`src/rtl/hba_pkg.sv`:
```
// Shared HBA arbiter definitions: address field widths, FSM state encoding and the grant-to-index helper.
package hba_pkg;

  localparam int HBA_PERIPH_WIDTH = 4;
  localparam int HBA_REG_WIDTH    = 8;
  localparam int HBA_ADDR_WIDTH   = HBA_PERIPH_WIDTH + HBA_REG_WIDTH;
  localparam int HBA_MAX_MASTERS  = 8;

  typedef enum logic [1:0] {
    ST_IDLE    = 2'd0,
    ST_GRANTED = 2'd1,
    ST_RELEASE = 2'd2
  } arb_state_t;

  // Index of the set bit in a one-hot grant; zero when no bit is set.
  function automatic int onehot_idx(input logic [HBA_MAX_MASTERS-1:0] v);
    onehot_idx = 0;
    for (int i = 0; i < HBA_MAX_MASTERS; i++) begin
      if (v[i]) onehot_idx = i;
    end
  endfunction

endpackage

```
`src/rtl/hba_rr_pick.sv`:
```
// Combinational round-robin picker; the search starts at (last_owner+1) mod NUM_MASTERS.
// Zero latency; no backpressure, the winner is simply a function of the current requests.
module hba_rr_pick
  import hba_pkg::*;
#(
  parameter int NUM_MASTERS = 2,
  parameter int IDX_W       = 1
) (
  input  logic [NUM_MASTERS-1:0] req,
  input  logic [IDX_W-1:0]       last_owner,
  output logic [NUM_MASTERS-1:0] winner,
  output logic                   vld
);

  // Distance d is how far master j sits after last_owner; closest requester wins.
  always_comb begin
    winner = '0;
    vld    = 1'b0;
    for (int d = 0; d < NUM_MASTERS; d++) begin
      for (int j = 0; j < NUM_MASTERS; j++) begin
        if (!vld && req[j] &&
            (((j + NUM_MASTERS - 1 - int'(last_owner)) % NUM_MASTERS) == d)) begin
          winner[j] = 1'b1;
          vld       = 1'b1;
        end
      end
    end
  end

endmodule

```
`src/rtl/hba_arbiter.sv`:
```
// HBA bus arbiter: round-robin grant, one turnaround cycle, 1-cycle request-to-grant; optional watchdog under HBA_ARB_TIMEOUT_EN.
// The owner keeps the bus while it requests; bus outputs are a grant-gated AND-OR mux, zero when idle.
module hba_arbiter
  import hba_pkg::*;
#(
  parameter int NUM_MASTERS    = 2,
  parameter int DBUS_WIDTH     = 8,
  parameter int ADDR_WIDTH     = HBA_ADDR_WIDTH,
  parameter int TIMEOUT_CYCLES = 255
) (
  input  logic                             hba_clk,
  input  logic                             hba_reset,
  input  logic [NUM_MASTERS-1:0]           hba_mrequest,
  input  logic [NUM_MASTERS*ADDR_WIDTH-1:0] hba_abus_m,
  input  logic [NUM_MASTERS-1:0]           hba_rnw_m,
  input  logic [NUM_MASTERS-1:0]           hba_select_m,
  input  logic [NUM_MASTERS*DBUS_WIDTH-1:0] hba_dbus_m,
  input  logic                             hba_xferack,
  output logic [NUM_MASTERS-1:0]           hba_mgrant,
  output logic [ADDR_WIDTH-1:0]            hba_abus,
  output logic                             hba_rnw,
  output logic                             hba_select,
  output logic [DBUS_WIDTH-1:0]            hba_dbus_wr,
  output logic                             hba_arb_timeout
);

  localparam int IDX_W = (NUM_MASTERS > 1) ? $clog2(NUM_MASTERS) : 1;

  arb_state_t                 state;
  logic [IDX_W-1:0]           last_owner;
  logic [NUM_MASTERS-1:0]     pick_winner;
  logic                       pick_vld;
  logic                       owner_req;
  logic                       tmo_hit;
  logic                       release_now;
  logic [HBA_MAX_MASTERS-1:0] grant_ext;

  hba_rr_pick #(
    .NUM_MASTERS (NUM_MASTERS),
    .IDX_W       (IDX_W)
  ) u_rr_pick (
    .req        (hba_mrequest),
    .last_owner (last_owner),
    .winner     (pick_winner),
    .vld        (pick_vld)
  );

  assign owner_req   = |(hba_mrequest & hba_mgrant);
  assign grant_ext   = HBA_MAX_MASTERS'(hba_mgrant);
  assign release_now = (state == ST_GRANTED) && (!owner_req || tmo_hit);

`ifdef HBA_ARB_TIMEOUT_EN
  localparam int CNT_W = $clog2(TIMEOUT_CYCLES + 1);

  logic [CNT_W-1:0] tmo_cnt;
  logic             owner_sel;
  logic             tmo_pulse;

  assign owner_sel       = |(hba_select_m & hba_mgrant);
  assign tmo_hit         = (tmo_cnt == CNT_W'(TIMEOUT_CYCLES));
  assign hba_arb_timeout = tmo_pulse;

  // Counts stalled owner cycles; any ack or the end of the tenure restarts it.
  always_ff @(posedge hba_clk or negedge hba_reset) begin
    if (!hba_reset) begin
      tmo_cnt <= '0;
    end else if (state != ST_GRANTED || hba_xferack || release_now) begin
      tmo_cnt <= '0;
    end else if (owner_sel) begin
      tmo_cnt <= tmo_cnt + 1'b1;
    end
  end
`else
  logic unused_xferack;

  assign unused_xferack  = hba_xferack;
  assign tmo_hit         = 1'b0;
  assign hba_arb_timeout = 1'b0;
`endif

  always_ff @(posedge hba_clk or negedge hba_reset) begin
    if (!hba_reset) begin
      state      <= ST_IDLE;
      hba_mgrant <= '0;
      last_owner <= IDX_W'(NUM_MASTERS - 1);
`ifdef HBA_ARB_TIMEOUT_EN
      tmo_pulse  <= 1'b0;
`endif
    end else begin
`ifdef HBA_ARB_TIMEOUT_EN
      tmo_pulse <= release_now && owner_req;
`endif
      case (state)
        ST_IDLE: begin
          if (pick_vld) begin
            hba_mgrant <= pick_winner;
            state      <= ST_GRANTED;
          end
        end
        ST_GRANTED: begin
          if (release_now) begin
            hba_mgrant <= '0;
            last_owner <= IDX_W'(onehot_idx(grant_ext));
            state      <= ST_RELEASE;
          end
        end
        ST_RELEASE: state <= ST_IDLE;
        default:    state <= ST_IDLE;
      endcase
    end
  end

  always_comb begin
    hba_abus    = '0;
    hba_rnw     = 1'b0;
    hba_select  = 1'b0;
    hba_dbus_wr = '0;
    for (int i = 0; i < NUM_MASTERS; i++) begin
      hba_abus    = hba_abus    | (hba_abus_m[i*ADDR_WIDTH +: ADDR_WIDTH] & {ADDR_WIDTH{hba_mgrant[i]}});
      hba_dbus_wr = hba_dbus_wr | (hba_dbus_m[i*DBUS_WIDTH +: DBUS_WIDTH] & {DBUS_WIDTH{hba_mgrant[i]}});
      hba_rnw     = hba_rnw     | (hba_rnw_m[i]    & hba_mgrant[i]);
      hba_select  = hba_select  | (hba_select_m[i] & hba_mgrant[i]);
    end
  end

endmodule

```
`config.mk`:
```
export PLATFORM = sky130hd
export DESIGN_NAME = hba_arbiter
export DESIGN_NICKNAME = d
export VERILOG_FILES = /design/src/rtl/hba_pkg.sv /design/src/rtl/hba_rr_pick.sv /design/src/rtl/hba_arbiter.sv
export SDC_FILE = /design/constraint.sdc
export NUM_CORES = 1
export LEC_CHECK = 0
export CORE_ASPECT_RATIO = 1.2
export CORE_MARGIN = 5
export CORE_UTILIZATION = 21
export CTS_CLUSTER_SIZE = 25
export DETAILED_ROUTE_END_ITERATION = 8
export PLACE_DENSITY = 0.76
export SYNTH_ARGS = -nofsm -noshare
export SYNTH_HDL_FRONTEND = slang
export SYNTH_SLANG_ARGS = --single-unit
export TNS_END_PERCENT = 30
```
`constraint.sdc`:
```
create_clock -name hba_clk -period 1.2 [get_ports hba_clk]
set_input_delay 0.18 -clock hba_clk [delete_from_list [all_inputs] [get_ports hba_clk]]
set_output_delay 0.18 -clock hba_clk [all_outputs]
set_load 0.005 [all_outputs]
```
Figure 1. Gate-type map (run 1).
The bar under the picture is 20 um long.
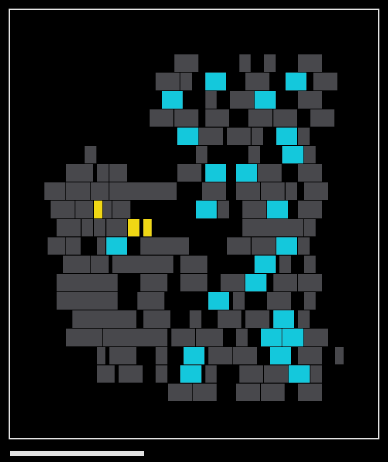
legend:
  NOR gates:
    colour: yellow
    cells: 3
  AND-OR and OR-AND gates:
    colour: cyan
    cells: 23

Figure 2. Cells coloured by class (run 1).
The bar under the picture is 20 um long. Fill, decap, tap and diode cells in grey.
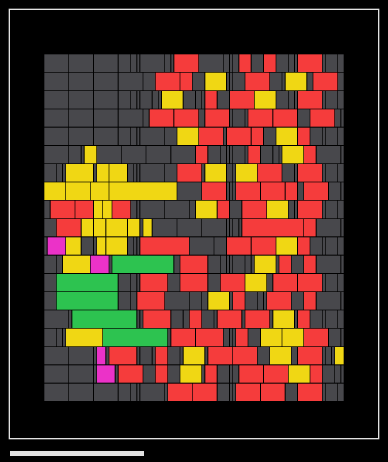
legend:
  other buffers and delay cells:
    colour: red
    cells: 82
    share_of_their_area: 59%
  flip-flops:
    colour: green
    cells: 5
    share_of_their_area: 10%
  clock drivers and dummy loads:
    colour: magenta
    cells: 4
    share_of_their_area: 2.1%
  all other logic:
    colour: yellow
    cells: 43
    share_of_their_area: 29%

==> out/metrics.csv, run 1 <==
stage,metric,value,unit
outcome,status,finished with violations,
outcome,violations,negative setup slack,
routing,route.met2.wl,1.24,mm
layout,syn_to_final_growth,154,%
worst_setup_path,rr_endpoint,last_owner,
clocking,htreeDepth,1,
power_and_ir_drop,powerDensity,1900,nW/um^2
routing,wire_per_inst,16.6,um
logic_synthesis,top_cell_area_share,38.2,%
floorplan,ioPinCount,74,
timing,slew_violations,0,
power_and_ir_drop,ir_drop,1580,uV
clocking,cts.sinks,5,
layout,comb_share,27.4,%
placed_design,gp_congestion,0.707,
floorplan,dieArea,3480,um^2
run,warnings,29,
layout,final-clk-cell-share,2.05,%
power_and_ir_drop,power_top_consumer,combinational logic,
layout,layout_top_cell,clkdlybuf4s50_1,
timing,setup_violations,25,
global_routing,grt_pass1_vias,722,
clocking,tritoncts,done,
logic_synthesis,postSynthCellCount,55,
floorplan,rows,19,
floorplan,die_height,63.7,um
placed_design,preCtsSetupSlack,-0.287,ns
timing,hold_slack,0.161,ns
logic_synthesis,simple_gate_share,8.68,%
timing,grt_setup_unrepaired,yes,
logic_synthesis,mux_area_share,2.98,%
logic_synthesis,synth_area_per_cell,9.17,um^2
routing,dr.pass1.iters,4,
power_and_ir_drop,clockPowerShare,7.8,%
logic_synthesis,fp_nets,104,
worst_setup_path,path_max_fanout,6,
layout,signal_buffers,82,
logic_synthesis,synthTopCellsByCount,"a22o_1, buf_2, dfrtp_1, o21ai_0",
logic_synthesis,ys_warn_count,0,
timing,fin_setup_tns,-3.55,ns
worst_setup_path,critPathCapture,hba_abus[3],
layout,logic_area,352,um^2
logic_synthesis,ys_sh_xor,0,%
worst_setup_path,endpoint_kind,output port,
global_routing,met1_usage,16.0,%
logic_synthesis,yosys.area_share.aoi,52.6,%
timing,setup_slack,-0.209,ns
Figure 3. Cell outlines without signal wires (run 1).
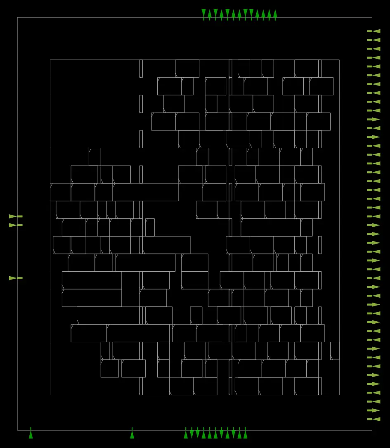
Layout fillers: 230
Tap Cells: 31
core area: 2310 um^2
flip-flops: 5

==> run 1 -> run 2 <==
==> constraint.sdc (replaced) <==
create_clock -name hba_clk -period 1.14 [get_ports hba_clk]
set_input_delay 0.171 -clock hba_clk [delete_from_list [all_inputs] [get_ports hba_clk]]
set_output_delay 0.171 -clock hba_clk [all_outputs]
set_load 0.005 [all_outputs]
Figure 4. Cell outlines without signal wires (run 2).
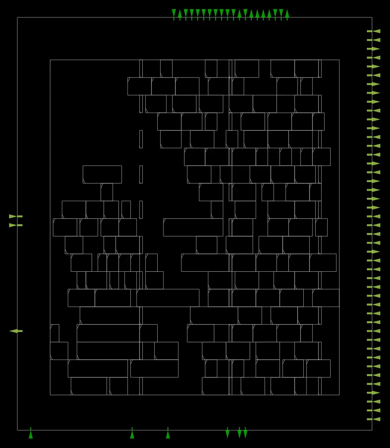
final core utilization: 57.5%
Cell Count, Final, Fillers Out: 167

==> run 2 against run 1 <==
Net effect: the run still ends with negative setup slack left; highest routed layer is now met4; worst hold slack got worse by 0.023 ns; largest cell class unchanged; combinational power rose by 17%; setup slack got worse by 0.12 ns; area after synthesis did not move; wire length rose by 13%; sequential cell count did not move; critical endpoint is now hba_rnw; synthesized cell count did not move; global-route usage rose by 4.0 points; sequential share of layout area fell by 0.23 points; die size did not move; utilization rose by 1.9 points.
==> out/metrics.csv, run 2 <==
stage,metric,value,unit,change
layout,flops,5,,unchanged
clocking,tritoncts,done,,unchanged
layout,comb_share,25.6,%,was 27.4%
global_routing,grt_pass1_vias,866,,was 722
floorplan,die_height,63.7,um,unchanged
logic_synthesis,synthTopCellsByCount,"a22o_1, buf_2, dfrtp_1, o21ai_0",,unchanged
layout,fillers,225,,was 230
power_and_ir_drop,power_top_consumer,combinational logic,,unchanged
outcome,violations,negative setup slack,,unchanged
routing,route.met2.wl,1.58,mm,was 1.24 mm
logic_synthesis,ys_warn_count,0,,unchanged
run,warnings,30,,was 29
routing,wire_per_inst,18.5,um,was 16.6 um
global_routing,antenna_found_initial,0,,unchanged
outcome,status,finished with violations,,unchanged
layout,signal_buffers,84,,was 82
logic_synthesis,postSynthCellCount,55,,unchanged
layout,final-clk-cell-share,2.08,%,was 2.05%
worst_setup_path,path_max_fanout,6,,unchanged
floorplan,taps,31,,unchanged
clocking,post_cts_resized,85,,was 101
layout,seq_area_share,9.73,%,was 9.96%
power_and_ir_drop,clockPowerShare,7.3,%,was 7.8%
layout,logic_area,339,um^2,was 352 um^2
worst_setup_path,endpoint_kind,output port,,unchanged
layout,syn_to_final_growth,163,%,was 154%
logic_synthesis,yosys.area_share.aoi,52.6,%,unchanged
logic_synthesis,mux_area_share,2.98,%,unchanged
logic_synthesis,top_cell_area_share,38.2,%,unchanged
layout,layout_top_cell,clkdlybuf4s50_1,,unchanged
timing,grt_setup_unrepaired,yes,,unchanged
global_routing,met1_usage,16.7,%,was 16.0%
floorplan,coreArea,2310,um^2,unchanged
placed_design,place_area,1290,um^2,was 1270 um^2
logic_synthesis,synth_area_per_cell,9.17,um^2,unchanged
power_and_ir_drop,powerDensity,2130,nW/um^2,was 1900 nW/um^2
logic_synthesis,yosysTopAreaCell,a22o_1,,unchanged
timing,setup_slack,-0.324,ns,was -0.209 ns
worst_setup_path,critPathCapture,hba_rnw,,was hba_abus[3]
logic_synthesis,fp_nets,104,,unchanged
timing,setup_violations,25,,unchanged
power_and_ir_drop,seq_power,393,uW,was 349 uW
routing,dr.pass1.iters,4,,unchanged
clocking,htreeDepth,1,,unchanged
clocking,cts.sinks,5,,unchanged
timing,hold_slack,0.138,ns,was 0.161 ns
worst_setup_path,rr_endpoint,last_owner,,unchanged
logic_synthesis,ys_sh_xor,0,%,unchanged
placed_design,gp_congestion,0.742,,was 0.707
timing,slew_violations,0,,unchanged
power_and_ir_drop,ir_drop,1540,uV,was 1580 uV
floorplan,ioPinCount,74,,unchanged
global_routing,grt.total_usage,18.1,%,was 14.1%
==> run 2 -> run 3 <==
--- a/config.mk
+++ b/config.mk
@@ -5,12 +5,13 @@
 export SDC_FILE = /design/constraint.sdc
 export NUM_CORES = 1
 export LEC_CHECK = 0
+export CAP_MARGIN = 10
 export CORE_ASPECT_RATIO = 1.2
 export CORE_MARGIN = 5
 export CORE_UTILIZATION = 21
-export CTS_CLUSTER_SIZE = 25
 export DETAILED_ROUTE_END_ITERATION = 8
 export PLACE_DENSITY = 0.76
+export SKIP_CTS_REPAIR_TIMING = 1
 export SYNTH_ARGS = -nofsm -noshare
 export SYNTH_HDL_FRONTEND = slang
 export SYNTH_SLANG_ARGS = --single-unit
Figure 5. Routed metal, one colour a layer (run 3).
The bar under the picture is 20 um long.
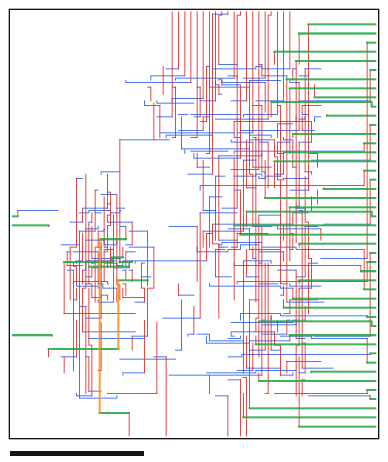
legend:
  met2:
    colour: red
    wire_length: 1540 um
  met1:
    colour: blue
    wire_length: 977 um
  met4:
    colour: orange
    wire_length: 36.0 um
  met3:
    colour: green
    wire_length: 488 um
drt total wl: 3.04 mm
Vias: 835
routed len/inst: 18.4 um
GRT Overall Usage: 15.9%

==> run 3 against run 2 <==
Net effect: the flow still finishes with violations (negative setup slack); global-route usage fell by 2.2 points; worst hold slack better by 0.00098 ns; critical path depth shrank 2; register-to-register slack improved by 0.03 ns; utilization fell by 1.3 points; cell area down 2.3%; first-iteration DRC count rose by 23%; setup slack improved by 0.014 ns; sequential power fell by 2%; combinational power fell by 5%; die size unchanged; largest cell class unchanged.
==> out/metrics.csv, run 3 <==
stage,metric,value,unit,change
layout,stdcell_area,1290,um^2,was 1330 um^2
logic_synthesis,syn-cell-area,504,um^2,unchanged
logic_synthesis,synth_area_per_cell,9.17,um^2,unchanged
worst_setup_path,cp_num_buf_inv,2,,was 3
timing,setup_slack,-0.310,ns,was -0.324 ns
power_and_ir_drop,ir_drop,1430,uV,was 1540 uV
power_and_ir_drop,p_seq_share,14.3,%,was 13.9%
timing,fin_setup_tns,-5.94,ns,was -5.95 ns
logic_synthesis,mux_area_share,2.98,%,unchanged
power_and_ir_drop,p_switching,1030,uW,was 1050 uW
timing,grt_setup_unrepaired,yes,,unchanged
layout,inverters_excl_clock,2,,unchanged
power_and_ir_drop,powerDensity,2080,nW/um^2,was 2130 nW/um^2
timing,slew_violations,0,,unchanged
logic_synthesis,ys_sh_xor,0,%,unchanged
global_routing,grt_pass1_wl,3.93,mm,was 4.44 mm
floorplan,die_height,63.7,um,unchanged
worst_setup_path,r2r_cells,5,,unchanged
layout,logic_gate_count,41,,unchanged
logic_synthesis,top_logic_kind,AND-OR/OR-AND gates,,unchanged
timing,hold_slack,0.139,ns,was 0.138 ns
power_and_ir_drop,clockPowerShare,7.6,%,was 7.3%
outcome,status,finished with violations,,unchanged
floorplan,ioPinCount,74,,unchanged
timing,hold_viol_final,0,,unchanged
global_routing,antenna_found_initial,0,,unchanged
run,warnings,29,,was 30
global_routing,grt_pass1_vias,815,,was 866
outcome,violations,negative setup slack,,unchanged
clocking,cts.sinks,5,,unchanged
clocking,htreeDepth,1,,unchanged
floorplan,rows,19,,unchanged
placed_design,place_area,1290,um^2,unchanged
logic_synthesis,ys_warn_count,0,,unchanged
logic_synthesis,yosys.area_share.aoi,52.6,%,unchanged
placed_design,place_hpwl,2.35,mm,unchanged
layout,fin_util,56.2,%,was 57.5%
worst_setup_path,path_max_fanout,4,,was 6
power_and_ir_drop,p_leak,0.000605,uW,was 0.000613 uW
layout,fillers,228,,was 225
logic_synthesis,fp_nets,104,,unchanged
placed_design,preCtsSetupSlack,-0.337,ns,unchanged
floorplan,taps,31,,unchanged
global_routing,grt_use_met3,7.55,%,was 8.73%
layout,signal_buffers,82,,was 84
timing,fin_crit,1.45,ns,was 1.46 ns
power_and_ir_drop,seq_power,386,uW,was 393 uW
layout,logic_area,339,um^2,unchanged
layout,syn_to_final_growth,157,%,was 163%
timing,setup_violations,26,,was 25
layout,comb_share,26.2,%,was 25.6%
logic_synthesis,edf_count,0,,unchanged
clocking,tritoncts,done,,unchanged
routing,drc,0,,unchanged
layout,fin_cells,165,,was 167
power_and_ir_drop,power_top_consumer,combinational logic,,unchanged
clocking,clock_latency,0.24,ns,was 0.25 ns
logic_synthesis,synthTopCellsByCount,"a22o_1, buf_2, dfrtp_1, o21ai_0",,unchanged
floorplan,fp-utilization,21.9,%,unchanged
logic_synthesis,yosysTopAreaCell,a22o_1,,unchanged
logic_synthesis,simple_gate_share,8.68,%,unchanged
logic_synthesis,postSynthCellCount,55,,unchanged
worst_setup_path,path_cells,"buf_4, clkdlybuf4s50_1",,"was buf_12, buf_6, a22o_1, buf_2"
worst_setup_path,endpoint_kind,output port,,unchanged
layout,final-clk-cell-share,2.13,%,was 2.08%
layout,flops,5,,unchanged
timing,finClkSkew,0.000745,ns,was 0.00149 ns
worst_setup_path,critPathCapture,hba_mgrant[0],,was hba_rnw
routing,dr.pass1.iters,4,,unchanged
routing,route.met2.wl,1.54,mm,was 1.58 mm
floorplan,coreArea,2310,um^2,unchanged
layout,layout_top_cell,clkdlybuf4s50_1,,unchanged
global_routing,met1_usage,14.1,%,was 16.7%
floorplan,dieArea,3480,um^2,unchanged
hold_path,hp-class,primary input to asynchronous set/reset pin,,unchanged
worst_setup_path,rr_endpoint,last_owner,,unchanged
worst_setup_path,critPathMaxStageDelay,0.50,ns,was 0.44 ns
logic_synthesis,top_cell_area_share,38.2,%,unchanged
placed_design,gp_congestion,0.742,,unchanged
layout,seq_area_share,9.95,%,was 9.73%
layout,num_antenna_cells,0,,unchanged
layout,final_nets,184,,was 186
Power and IR drop assume default switching activity.
